[src/rtl/freq_meter_pkg.sv]
// Shared types and defaults for the gate-time frequency meter.
// The meter counts edges of an asynchronous input over a fixed window of Clk_50M cycles.
package freq_meter_pkg;

    typedef enum logic [1:0] {
        ST_IDLE  = 2'd0,
        ST_GATE  = 2'd1,
        ST_LATCH = 2'd2
    } fm_state_e;

    localparam int unsigned CLK_HZ    = 50_000_000;
    localparam int unsigned GATE_1S   = 50_000_000;
    localparam int unsigned CNT_W_DEF = 27;

    // The gate down-counter holds GATE_CYCLES-1 at most, so it needs clog2(GATE_CYCLES) bits.
    function automatic int unsigned gate_cnt_w(input int unsigned cycles);
        return (cycles <= 2) ? 1 : $clog2(cycles);
    endfunction

endpackage

[src/rtl/freq_meter_if.sv]
// Control and result bundle of the frequency meter.
// The meter is the slave; the requester or readout side is the master.
interface freq_meter_if
    import freq_meter_pkg::*;
#(
    parameter int CNT_W = CNT_W_DEF
);
    logic             sig_in;
    logic             start;
    logic             cont;
    logic [CNT_W-1:0] freq;
    logic             valid;
    logic             busy;
    logic             ovf;

    modport master (
        output sig_in, start, cont,
        input  freq, valid, busy, ovf
    );

    modport slave (
        input  sig_in, start, cont,
        output freq, valid, busy, ovf
    );
endinterface

[src/rtl/freq_meter_sync_edge_det.sv]
// Two-flop synchronizer followed by a registered rising-edge pulse.
// Usable for any asynchronous level such as buttons or external clocks.
module sync_edge_det (
    input  logic Clk_50M,
    input  logic Rst,
    input  logic async_in,
    output logic edge_pulse
);
    logic meta_q;
    logic sync_q;
    logic prev_q;

    // A rise sampled at edge k shows up as edge_pulse in the cycle after edge k+2.
    always_ff @(posedge Clk_50M or posedge Rst) begin
        if (Rst) begin
            meta_q     <= 1'b0;
            sync_q     <= 1'b0;
            prev_q     <= 1'b0;
            edge_pulse <= 1'b0;
        end else begin
            meta_q     <= async_in;
            sync_q     <= meta_q;
            prev_q     <= sync_q;
            edge_pulse <= sync_q & ~prev_q;
        end
    end
endmodule

[src/rtl/freq_meter.sv]
// Gate-time frequency meter: counts synchronized rising edges of sig_in over
// GATE_CYCLES clocks and latches the (saturating) count into freq.
//
// state    | meaning
// ---------+-----------------------------------------------------------
// ST_IDLE  | waiting for start or cont; counters hold
// ST_GATE  | window open, edges counted for exactly GATE_CYCLES cycles
// ST_LATCH | result presented (valid high); edges in this cycle dropped
module freq_meter
    import freq_meter_pkg::*;
#(
    parameter int unsigned GATE_CYCLES = GATE_1S,
    parameter int unsigned CNT_W       = CNT_W_DEF
) (
    input  logic        Clk_50M,
    input  logic        Rst,
    freq_meter_if.slave bus
);
    localparam int unsigned    GW        = gate_cnt_w(GATE_CYCLES);
    localparam logic [GW-1:0]  GATE_LAST = GW'(GATE_CYCLES - 1);
    localparam logic [CNT_W-1:0] CNT_MAX = '1;

    fm_state_e        state_q;
    fm_state_e        state_d;
    logic [GW-1:0]    gate_q;
    logic [CNT_W-1:0] cnt_q;
    logic [CNT_W-1:0] cnt_nxt;
    logic             sat_q;
    logic             sat_nxt;
    logic             edge_p;
    logic             gate_tc;
    logic             win_open;
    logic             win_close;
    logic [CNT_W-1:0] freq_q;
    logic             valid_q;
    logic             ovf_q;

    sync_edge_det u_sync (
        .Clk_50M    (Clk_50M),
        .Rst        (Rst),
        .async_in   (bus.sig_in),
        .edge_pulse (edge_p)
    );

    assign gate_tc = (gate_q == '0);

    always_ff @(posedge Clk_50M or posedge Rst) begin
        if (Rst) begin
            state_q <= ST_IDLE;
        end else begin
            state_q <= state_d;
        end
    end

    // start is only looked at in IDLE, so requests during a window are simply lost.
    always_comb begin
        state_d   = state_q;
        win_open  = 1'b0;
        win_close = 1'b0;
        case (state_q)
            ST_IDLE: begin
                if (bus.start || bus.cont) begin
                    state_d  = ST_GATE;
                    win_open = 1'b1;
                end
            end
            ST_GATE: begin
                if (gate_tc) begin
                    state_d   = ST_LATCH;
                    win_close = 1'b1;
                end
            end
            ST_LATCH: begin
                if (bus.cont) begin
                    state_d  = ST_GATE;
                    win_open = 1'b1;
                end else begin
                    state_d = ST_IDLE;
                end
            end
            default: state_d = ST_IDLE;
        endcase
    end

    always_comb begin
        cnt_nxt = cnt_q;
        sat_nxt = sat_q;
        if (edge_p) begin
            if (cnt_q == CNT_MAX) begin
                sat_nxt = 1'b1;
            end else begin
                cnt_nxt = cnt_q + CNT_W'(1);
            end
        end
    end

    always_ff @(posedge Clk_50M or posedge Rst) begin
        if (Rst) begin
            gate_q <= '0;
            cnt_q  <= '0;
            sat_q  <= 1'b0;
        end else if (win_open) begin
            gate_q <= GATE_LAST;
            cnt_q  <= '0;
            sat_q  <= 1'b0;
        end else if (state_q == ST_GATE) begin
            cnt_q <= cnt_nxt;
            sat_q <= sat_nxt;
            if (!gate_tc) begin
                gate_q <= gate_q - GW'(1);
            end
        end
    end

    // Latching cnt_nxt rather than cnt_q keeps an edge in the final gate cycle.
    always_ff @(posedge Clk_50M or posedge Rst) begin
        if (Rst) begin
            freq_q  <= '0;
            valid_q <= 1'b0;
            ovf_q   <= 1'b0;
        end else begin
            valid_q <= win_close;
            if (win_close) begin
                freq_q <= cnt_nxt;
                ovf_q  <= sat_nxt;
            end
        end
    end

    assign bus.freq  = freq_q;
    assign bus.valid = valid_q;
    assign bus.ovf   = ovf_q;
    assign bus.busy  = (state_q != ST_IDLE);

endmodule

[src/flat_wrapper.sv]
// flat-port wrapper written by rule: the top's interface ports become plain ports
module freq_meter_flat import freq_meter_pkg::*;
#(
    parameter int unsigned GATE_CYCLES = GATE_1S,
    parameter int unsigned CNT_W       = CNT_W_DEF
)
  (Clk_50M, Rst, bus_sig_in, bus_start, bus_cont, bus_freq, bus_valid, bus_busy, bus_ovf);
  freq_meter_if #(.CNT_W(CNT_W)) bus_i ();
  input  logic Clk_50M;
  input  logic Rst;
  input wire logic [$bits(bus_i.sig_in)-1:0] bus_sig_in;
  input wire logic [$bits(bus_i.start)-1:0] bus_start;
  input wire logic [$bits(bus_i.cont)-1:0] bus_cont;
  output wire logic [$bits(bus_i.freq)-1:0] bus_freq;
  output wire logic [$bits(bus_i.valid)-1:0] bus_valid;
  output wire logic [$bits(bus_i.busy)-1:0] bus_busy;
  output wire logic [$bits(bus_i.ovf)-1:0] bus_ovf;
  assign bus_i.sig_in = bus_sig_in;
  assign bus_i.start = bus_start;
  assign bus_i.cont = bus_cont;
  assign bus_freq = bus_i.freq;
  assign bus_valid = bus_i.valid;
  assign bus_busy = bus_i.busy;
  assign bus_ovf = bus_i.ovf;
  freq_meter #(.GATE_CYCLES(GATE_CYCLES), .CNT_W(CNT_W)) u_core (.Clk_50M(Clk_50M), .Rst(Rst), .bus(bus_i));
endmodule
[config.mk]
export PLATFORM = sky130hd
export DESIGN_NAME = freq_meter_flat
export DESIGN_NICKNAME = d
export VERILOG_FILES = /design/src/rtl/freq_meter_pkg.sv /design/src/rtl/freq_meter_if.sv /design/src/rtl/freq_meter_sync_edge_det.sv /design/src/rtl/freq_meter.sv /design/src/flat_wrapper.sv
export SDC_FILE = /design/constraint.sdc
export NUM_CORES = 1
export LEC_CHECK = 0
export CORE_UTILIZATION = 55
export CTS_BUF_LIST = sky130_fd_sc_hd__clkbuf_4
export CTS_CLUSTER_SIZE = 12
export DETAILED_ROUTE_END_ITERATION = 10
export HOLD_SLACK_MARGIN = 0.1
export MAX_ROUTING_LAYER = met4
export PLACE_DENSITY = 0.74
export REMOVE_ABC_BUFFERS = 1
export SETUP_SLACK_MARGIN = 0.3
export SLEW_MARGIN = 25
export SYNTH_ARGS = -nofsm -noshare
export SYNTH_HDL_FRONTEND = slang
export SYNTH_SLANG_ARGS = --single-unit
[constraint.sdc]
create_clock -name Clk_50M -period 5.4 [get_ports Clk_50M]
set_clock_uncertainty 0.05 [all_clocks]
set_input_delay 1.62 -clock Clk_50M [delete_from_list [all_inputs] [get_ports Clk_50M]]
set_output_delay 1.62 -clock Clk_50M [all_outputs]
set_load 0.03 [all_outputs]
### The metal 1 layer, run 1

The bar under the picture is 20 µm long.
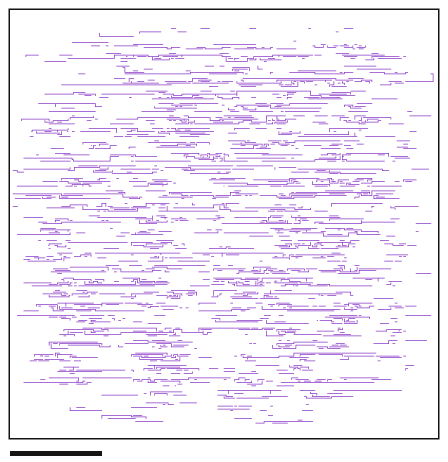
- nets with wire on the layer: 475
- longest straight run: 23.9 µm
- main direction: horizontal
- share of all routed wire: 45%
met1 track demand over resource: 31.1%
Vias: 3787
routed wire length: 9.90 mm

### Signal wires on met2, run 1

The bar under the picture is 20 µm long. Cells faint in the background.
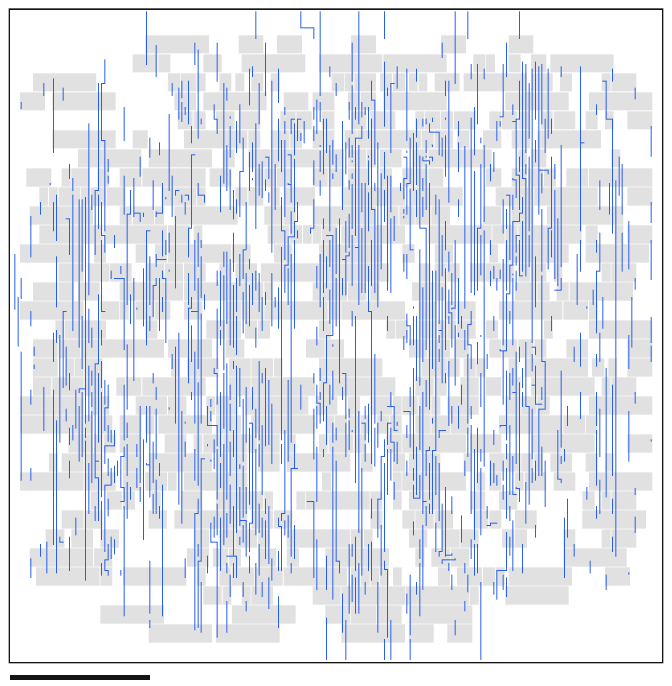
- nets with wire on the layer: 425
- longest straight run: 53.7 µm
- share of all routed wire: 50%
- main direction: vertical
- wire length on this layer: 4950 µm
M2 GR Usage: 41.7%

### Signal wires on met3, run 1

The bar under the picture is 20 µm long. Cells faint in the background.
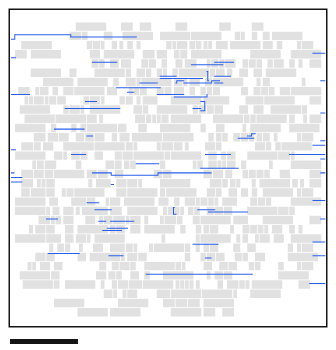
- longest straight run: 31.3 µm
- wire length on this layer: 409 µm
- nets with wire on the layer: 48
met3 Use GR: 3.58%

### The metal 4 layer, run 1

The bar under the picture is 20 µm long.
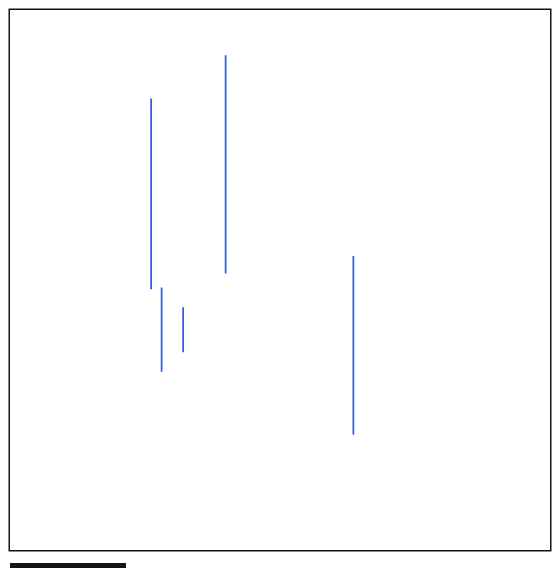
- share of all routed wire: 1.2%
- nets with wire on the layer: 3
- wire length on this layer: 122 µm
- main direction: vertical
- longest straight run: 37.4 µm

==> results_slide.txt, run 1 <==
Implementation Results

Placement
  • Placed Cells: 599
  • Port Buf Inserts: 34

Floorplanning
  • Die width: 93.3 µm
  • Core area: 7890 µm²
  • Row Count: 32
  • IO Count: 35

STA
  • Worst-Margin Slew: 739 ps
  • Final setup violation count: 0
  • Hold Slack: 321 ps
  • Final Hold Fails: 0

Critical path
  • Crit end category: output port
  • Crit Path Category: reg -> out

Clocking
  • Hold-fix buffers at CTS: 0

Global route
  • Vias in the first global route: 3673
  • GRT Util Overall: 25.3%
  • Initial antenna violation count: 0
  • First-pass GRT wire length: 16.9 mm

Yosys
  • Largest area contributor in the netlist: dfrtp_1
  • Mapped cell area: 4590 µm²
  • FFs w/ async S/R, synth: 100%
  • Dominant comb cell: simple AND/OR/NAND/NOR gates
  • Yosys stat area: 4590 µm²
  • Yosys adder share: 0.546%

Pwr
  • Switching share of power: 36.8%

Outcome
  • Status: finished, final reports clean

Finish
  • Final cell count without fillers: 615
-- run 1: layer usage --
| metal | track usage (%) | vias up | part of all wire (%) |
|---|---|---|---|
| li1 | - | 1813 | - |
| met1 | 31.1 | 1856 | 45 |
| met2 | 41.7 | 105 | 50 |
| met3 | 3.58 | 13 | 4.1 |
| met4 | 11.5 | 0 | 1.2 |
| met5 | - | - | 0 |
-- run 1: worst reg2reg max path, delay by kind of cell, from the launching register on --
kind               cells  cell delay, ps
and+or+nand+nor        3            1640
DFF                    1             460
AOI/OAI and AO/OA      1             420
muxes                  1             180
-- run 1: final timing paths --
| path | start | end | slack, ps | cells past startpoint |
|---|---|---|---|---|
| hold reg to reg | u_core.u_sync.meta_q$_DFF_PP0_ | u_core.u_sync.sync_q$_DFF_PP0_ | 320 | 0 |
| hold / removal | u_core.u_sync.meta_q$_DFF_PP0_ | u_core.u_sync.sync_q$_DFF_PP0_ | 320 | 0 |
| min in group asynchronous | Rst | u_core.bus.freq[2]$_DFFE_PP0P_ | 1400 | 2 |
| setup / recovery | u_core.state_q[0]$_DFFE_PP0P_ | bus_busy | 1970 | 2 |
| setup reg to reg | u_core.gate_q[17]$_DFFE_PP0P_ | u_core.gate_q[3]$_DFFE_PP0P_ | 2580 | 5 |
| max in group asynchronous | Rst | u_core.gate_q[12]$_DFFE_PP0P_ | 3110 | 3 |
-- run 1: cell type report --
cell class / instances / area (µm²)
Timing Repair Buffer: 42 / 400
Clock buffer: 9 / 67.6
Fill cell: 647 / 2770
Sequential cell: 89 / 2230
Inverter: 9 / 35.0
Clock inverter: 7 / 46.3
Multi-Input combinational cell: 357 / 2220
Tap cell: 102 / 128
-- run 1: state kept, by name (all words and copies together) (netlist names), 2 cells and up --
register and count:
u_core.bus.freq 27, u_core.cnt_q 27, u_core.gate_q 26, u_core.state_q 2
### Track usage over the die, run 1

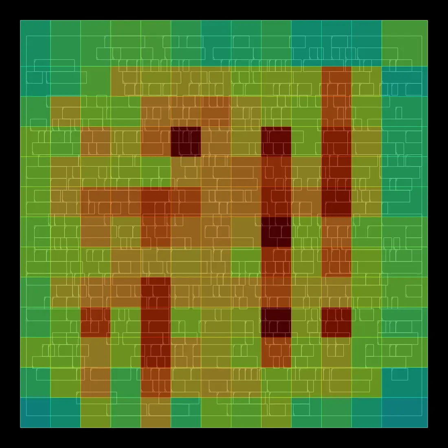

==> run 2, diff against run 1 <==
==> constraint.sdc (replaced) <==
create_clock -name Clk_50M -period 3.49 [get_ports Clk_50M]
set_clock_uncertainty 0.05 [all_clocks]
set_input_delay 1.047 -clock Clk_50M [delete_from_list [all_inputs] [get_ports Clk_50M]]
set_output_delay 1.047 -clock Clk_50M [all_outputs]
set_load 0.03 [all_outputs]
### Track usage over the die, run 2

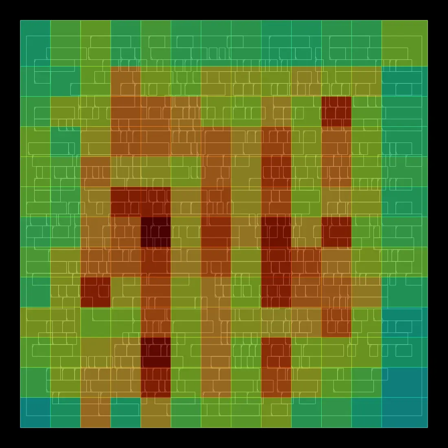
GRT Util Overall: 25.6%
M2 GR Usage: 40.3%

==> run 2 against run 1 <==
  * Sequential power up 54%
  * Combinational power up 54%
  * Register-to-register slack worse by 1800 ps
  * First-iteration DRC count down 22%
  * Critical path type unchanged
  * Area after synthesis unchanged
  * Global-route usage up 0.29 points
  * Hold slack better by 0.88 ps
  * Via count down 2.2%
  * Critical path depth unchanged
  * Highest routed layer unchanged
==> results_slide.txt, run 2 <==
Implementation Results

Critical path
  • CP startpoint kind: register
  • Reg2Reg Depth: 5 (unchanged)
  • Crit Path Category: reg -> out
  • Crit path DAT: ~1700 ps
  • Crit end category: output port

STA
  • Final setup violation count: 0 (unchanged)
  • Final Hold Fails: 0 (unchanged)
  • FMAX: 352 MHz
  • Hold Slack: 322 ps (+0.878 ps)
  • Fin crit share: 81.4%
  • Worst-Margin Slew: 619 ps (-120 ps)

Global route
  • First-pass GRT wire length: 17.0 mm (+0.61%)
  • Vias in the first global route: 3566 (-2.9%)
  • Initial antenna violation count: 0 (unchanged)

Hold path
  • Hold Crit Depth: 0 (unchanged)
  • Hold crit path type: reg -> reg

Drt
  • Vias: 3704 (-2.2%)
  • Routed wire length: 9.73 mm (-1.7%)
  • Wire length per cell: about 16 µm
  • Post-route ant nets: 0
  • DR DRC count: 0
  • Pre-antenna DRT Iters: 6

Yosys
  • Mapped Avg Cell Area: 9.50 µm²
  • FFs w/ async S/R, synth: 100% (unchanged)
  • Mapped cell area: 4590 µm² (unchanged)
  • Post-Syn Instances: 483
  • Unique masters post-synth: 51
  • Largest area contributor in the netlist: dfrtp_1
  • Yosys stat area: 4590 µm² (unchanged)
  • Seq/Total Area, Yosys: 48.6%
  • Number of synthesized flops with an enable pin: 0

Placement
  • Port Buf Inserts: 34 (unchanged)
  • Placed Cells: 600 (+0.17%)

Clocking
  • Clock Sinks: roughly 89
  • Hold-fix buffers at CTS: 0 (unchanged)
  • H-tree depth: 3
  • Clk pin slew, worst setup/hold paths: about 140 ps
  • Post-CTS Setup Inserts: 0

Finish
  • Final cell count without fillers: 616 (+0.16%)
  • Gate Area: 2210 µm² (-0.40%)
  • Flop area: 2230 µm² (unchanged)
  • Fillers: 652 (+0.77%)
  • Layout area overhead: 12.8%

Outcome
  • Status: finished, final reports clean

Floorplanning
  • Die width: 93.3 µm (unchanged)
  • Floorplan Utilization: roughly three fifths
  • Core area: 7890 µm² (unchanged)
  • IO Count: 35 (unchanged)
  • Row Count: 32 (unchanged)
==> run 2: metal layers <==
layer / part of all wire, % / GRT usage (%)
met3: 3.6 / 3.82
met4: 1.4 / 10.0
met2: 48 / 40.3
met5: 0 / -
met1: 47 / 33.6
==> run 2: kinds of logic after synthesis <==
group                    share of synthesized area [%]
adder cells (fa/ha/maj)                          0.545
flip-flops                                        48.6
buffers and inverters                             3.35
multiplexers                                      1.12
XOR/XNOR                                          6.68
AND-OR/OR-AND                                     16.5
AND/OR/NAND/NOR                                   23.2
==> run 2: report_power, final <==
group	total [mW]	switching, mW	internal (mW)
sequential	1.28	0.160	1.12
combinational	0.541	0.323	0.218
clock	0.648	0.352	0.295
total	2.47	0.835	1.63
==> run 2: worst max-delay path: cells and delay by family, from the launching register on <==
kind,cells,cell delay (ps)
buffers and inverters,1,590
DFF,1,420
and+or+nand+nor,1,300
==> run 2: worst paths after layout <==
path                                                 from                         endpoint  slack (ps)
max                         u_core.state_q[0]$_DFFE_PP0P_                         bus_busy         650
min                        u_core.u_sync.meta_q$_DFF_PP0_   u_core.u_sync.sync_q$_DFF_PP0_         320
max reg2reg                 u_core.gate_q[15]$_DFFE_PP0P_  u_core.bus.freq[24]$_DFFE_PP0P_         740
min reg2reg                u_core.u_sync.meta_q$_DFF_PP0_   u_core.u_sync.sync_q$_DFF_PP0_         320
max in group asynchronous                             Rst    u_core.gate_q[15]$_DFFE_PP0P_        1860
min in group asynchronous                             Rst   u_core.u_sync.sync_q$_DFF_PP0_         910
==> run 2: cell type report <==
type,instances,area share [%]
Clock inverter,6,1.60
Sequential cell,89,43.0
Tap cell,102,2.47
Inverter,9,0.677
Clock buffer,10,1.45
Multi-Input combinational cell,357,42.7
Timing Repair Buffer,43,8.12
### Signal wires on met2, run 2

The bar under the picture is 20 µm long. Cells faint in the background.
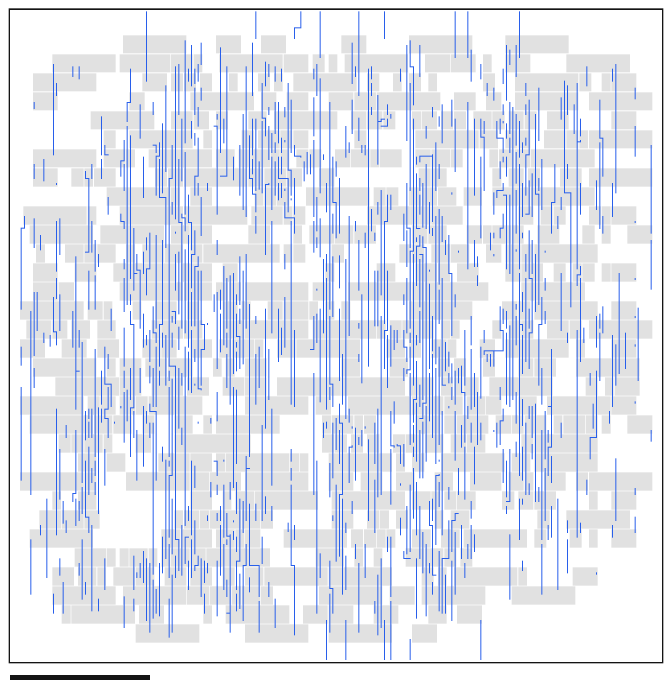

==> run 3, diff against run 2 <==
--- a/config.mk
+++ b/config.mk
@@ -11,7 +11,7 @@
 export DETAILED_ROUTE_END_ITERATION = 10
 export HOLD_SLACK_MARGIN = 0.1
 export MAX_ROUTING_LAYER = met4
-export PLACE_DENSITY = 0.74
+export PLACE_DENSITY = 0.77
 export REMOVE_ABC_BUFFERS = 1
 export SETUP_SLACK_MARGIN = 0.3
 export SLEW_MARGIN = 25
==> constraint.sdc (replaced) <==
create_clock -name Clk_50M -period 2.3 [get_ports Clk_50M]
set_clock_uncertainty 0.05 [all_clocks]
set_input_delay 0.69 -clock Clk_50M [delete_from_list [all_inputs] [get_ports Clk_50M]]
set_output_delay 0.69 -clock Clk_50M [all_outputs]
set_load 0.03 [all_outputs]
### Signal wires on met2, run 3

The bar under the picture is 20 µm long. Cells faint in the background.
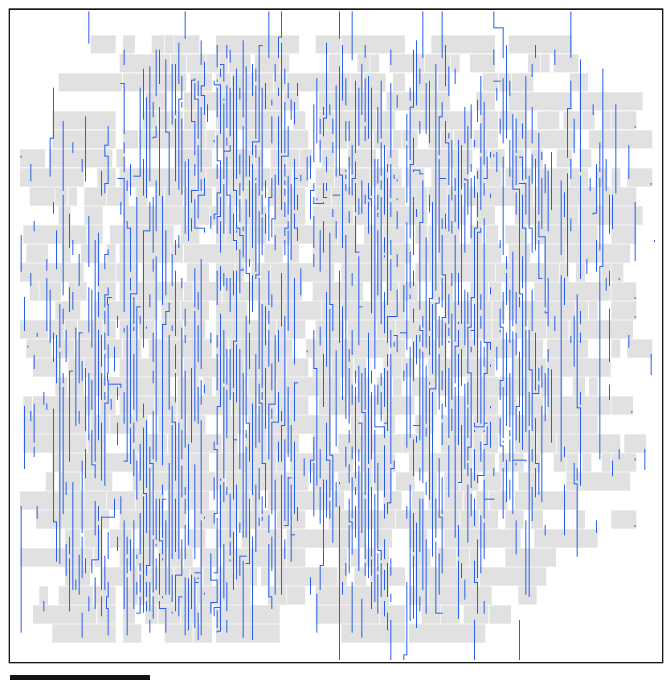
- main direction: vertical
- nets with wire on the layer: 507
- share of all routed wire: 50%
- longest straight run: 32.3 µm
- wire length on this layer: 5970 µm
M2 GR Usage: 43.9%
routed wire length: 11.8 mm
Vias: 4181

==> run 3 against run 2 <==
  * The flow now finishes with violations (negative setup slack)
  * First-iteration DRC count increased by 60%
  * Non-clock buffer count is 76 higher
  * Clock power increased by 54%
  * Global-route usage increased by 1.8 points
  * Sequential share of layout area down 6.4 points
  * Sequential cell count is the same
  * Core utilization rose by 12 points
  * Count of clock-buffer cells in the layout fell by 1
  * Setup slack got worse by 750 ps
  * Wire length grew 22%
==> results_slide.txt, run 3 <==
Implementation Results

Outcome
  • Status: complete, but fails checks
  • Violated checks: negative setup slack

Finish
  • Non-Clock Buffer Count: 119 (+180%)
  • Signal inverters: 9 (unchanged)
  • Flop area: 2240 µm² (+0.45%)
  • Gate Area: 2440 µm² (+10%)
  • Non-clock buffering overhead: 18.1% (+10 points)
  • Clock buf count: 9 (-1)
  • Final cell count without fillers: 692 (+12%)
  • Layout area overhead: 33.2%
  • Fraction of area in multi-input gates: 39.9% (-2.8 points)

Critical path
  • Crit Path Category: reg -> reg
  • CP startpoint: u_core.gate_q[18]$_DFFE_PP0P_
  • CP delay by family, top: simple AND/OR/NAND/NOR gates
  • R2r setup slk: -100 ps (-840 ps)
  • CP startpoint kind: register
  • Reg2Reg Depth: 6 (+1)
  • R2R Path Start: u_core.gate_q[18]$_DFFE_PP0P_

Yosys
  • Yosys stat area: 4590 µm² (unchanged)
  • FFs w/ async S/R, synth: 100% (unchanged)
  • Xor+xnor area frac: 6.68% (unchanged)
  • Largest area contributor in the netlist: dfrtp_1
  • Mapped Avg Cell Area: 9.50 µm² (unchanged)
  • Yosys adder share: 0.546% (unchanged)

Drt
  • Met3 WL: 733 µm (+110%)
  • Post-route ant nets: 0 (unchanged)
  • Pre-antenna DRT Iters: 6 (unchanged)
  • WL met2: 5.97 mm (+27%)
  • Met1 wire length: 4.99 mm (+10%)

Placement
  • Port Buf Inserts: 34 (unchanged)
  • Placed Cells: 647 (+7.8%)

STA
  • Final setup violation count: 23 (+23)
  • Final setup margin: -103 ps
  • Hold Slack: 319 ps (-3.39 ps)
  • Final Hold Fails: 0 (unchanged)
  • FMAX: about 420 MHz

Clocking
  • Clk pin slew, worst setup/hold paths: 140 ps (about the same)
  • Clock Sinks: 89 (unchanged)

Global route
  • Met1 track demand over resource: 35.2% (+1.7 points)
  • GRT Util Overall: 27.4% (+1.8 points)

Floorplanning
  • Die width: 93.3 µm (unchanged)
  • Core area: 7890 µm² (unchanged)
  • Row Count: 32 (unchanged)
## run 3: worst min-delay path by stage
stage                     cells after the start  slack, ps                            from                             end
after global placement                        0        290  u_core.u_sync.meta_q$_DFF_PP0_  u_core.u_sync.sync_q$_DFF_PP0_
final                                         0        320  u_core.u_sync.meta_q$_DFF_PP0_  u_core.u_sync.sync_q$_DFF_PP0_
after CTS                                     0        320  u_core.u_sync.meta_q$_DFF_PP0_  u_core.u_sync.sync_q$_DFF_PP0_
after detailed placement                      0        290  u_core.u_sync.meta_q$_DFF_PP0_  u_core.u_sync.sync_q$_DFF_PP0_
after global routing                          0        340  u_core.u_sync.meta_q$_DFF_PP0_  u_core.u_sync.sync_q$_DFF_PP0_
after floorplan                               0        280  u_core.u_sync.meta_q$_DFF_PP0_  u_core.u_sync.sync_q$_DFF_PP0_
## run 3: power breakdown
| group | total (mW) | switching [mW] | internal (mW) | leakage (nW) |
|---|---|---|---|---|
| Clock | 1.00 | 0.561 | 0.441 | 0.0839 |
| Sequential | 1.89 | 0.183 | 1.71 | 1.03 |
| Combinational | 1.28 | 0.726 | 0.550 | 1.47 |
## run 3: cell families (layout without fill, tap and decap cells)
group / after synthesis / in the layout
flip-flops: 89 / 89
AND-OR/OR-AND: 119 / 119
XOR/XNOR: 35 / 35
multiplexers: 5 / 5
adder cells (fa/ha/maj): 2 / 2
AND/OR/NAND/NOR: 196 / 196
buffers and inverters: 37 / 144
## run 3: repair_timing
item	4_1_cts	5_1_grt
setup buffers	9	17
pin swaps	15	19
resized	70	76
endpoints found under the setup margin	104	108
cloned	0	3
Power and IR drop assume default switching activity.
